### Selected gate families

Scale: 4 px per um.
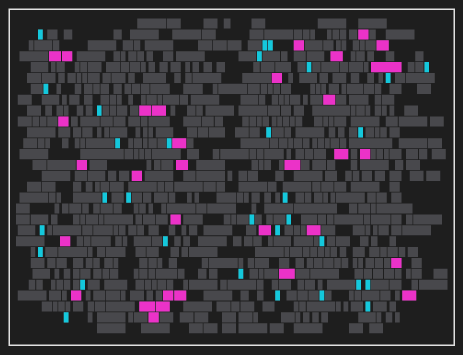
### Sizing map

Scale: 4 px per um.
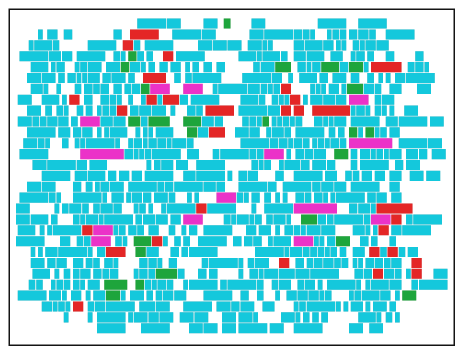
### Signal wires on met2

Scale: 2 px per um.
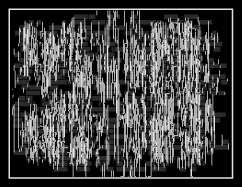
==> config.mk <==
export PLATFORM = sky130hd
export DESIGN_NAME = usb_hub_port_ctrl
export DESIGN_NICKNAME = d
export VERILOG_FILES = /design/src/rtl/usb_hub_port_ctrl.sv
export SDC_FILE = /design/constraint.sdc
export NUM_CORES = 1
export LEC_CHECK = 0
export CORE_ASPECT_RATIO = 0.75
export CORE_UTILIZATION = 61
export CTS_BUF_LIST = sky130_fd_sc_hd__clkbuf_8
export DETAILED_ROUTE_END_ITERATION = 7
export MAX_ROUTING_LAYER = met4
export PLACE_DENSITY = 0.84
export SYNTH_ARGS = -nofsm -noshare
export SYNTH_HDL_FRONTEND = slang
export SYNTH_SLANG_ARGS = --single-unit
==> constraint.sdc <==
create_clock -name hi_clock -period 2.8 [get_ports hi_clock]
set_input_delay 0.42 -clock hi_clock [delete_from_list [all_inputs] [get_ports hi_clock]]
set_output_delay 0.42 -clock hi_clock [all_outputs]
set_load 0.005 [all_outputs]
==> run summary <==
Flop pwr share: 32.9%
async set or reset register ratio after synthesis: 0%
1st-pass router iterations: 5
DRC: 0
largest net degree at the start of global routing: 27
Crit. End Element: register
wire length on met2: 6.578 mm
chip area: 9271 um^2
Pleak: 2.354 nW
Power Density: 701.9 nW/um^2
net switching fraction of the power: 40.61%
Sink Count: 72
Top logic family: simple AND/OR/NAND/NOR gates
Synth cell types: 87
Root Driver: clkbuf_8
RSZ-0062 raised after global routing: no
Crit path largest cell delay: 0.51 ns
comb pwr: 1.81 mW
initial antenna violation count: 0
reported max-cap violation count: 0
worst clock skew: 0.004346 ns
Synth Instances: 710
CTS tree: yes
Rel. slew slack: 59.59%
FP Rows: 29
Fmax: 0.3764 GHz
Ys Warns: 0
Final Setup Violations: 0
final net count: 772
R2R depth: 8
Crit path buffers/inverters: 0
Num CTS Buffers: 9
Post-Synth XOR/XNOR Area: 3.070%
status: finished clean
final hold slack: 0.4565 ns
clk pwr: 1.06 mW
FF/Latch Area: 1441 um^2
Non-CTS inverters: 31
uppermost layer routed: met4
Post-Syn Area: 5420 um^2
total track usage: 32.72%
registers: 72
GRT Max-Usage Layer: met2
fin. max-slew vios: 0
Tmin final: 2.657 ns
Yosys chip area: 5420 um^2
post-synth top area cell: dfxtp_1
Hold-fix buffers, CTS: 0
NonClk Buf Share: 9.932%
Back to the opening pictures, 'Selected gate families':
Key: AND-OR and OR-AND gates = magenta [cells 32, where all over the die]; inverters = cyan [cells 31, most used inv_1, where all over the die]
Commonest Layout Cell: dfxtp_1
Comb/total area: 58.14%

Back to the opening pictures, 'Sizing map':
Key: drive 6 and up = magenta [cells 14, most used clkbuf_8]; drive 3 to 4 = red [cells 30, most used buf_4]; drive 1 or less = cyan [cells 665, most used dfxtp_1]; drive 2 = green [cells 25, most used or2_2]
Plain + repair buffers: 66
Layout area overhead: 12.49%
PnR worst setup slack: 0.1431 ns
Design Area, Final: 6097 um^2

Back to the opening pictures, 'Signal wires on met2':
The wires run mostly vertical. The longest straight run is 33.3 um. 664 nets have wire on it. The layer holds 46% of the routed length.
Detailed Route WL: 14.36 mm
Vias: 5367
met2 usage: 51.44%

Power is estimated from default activity; no workload was simulated.
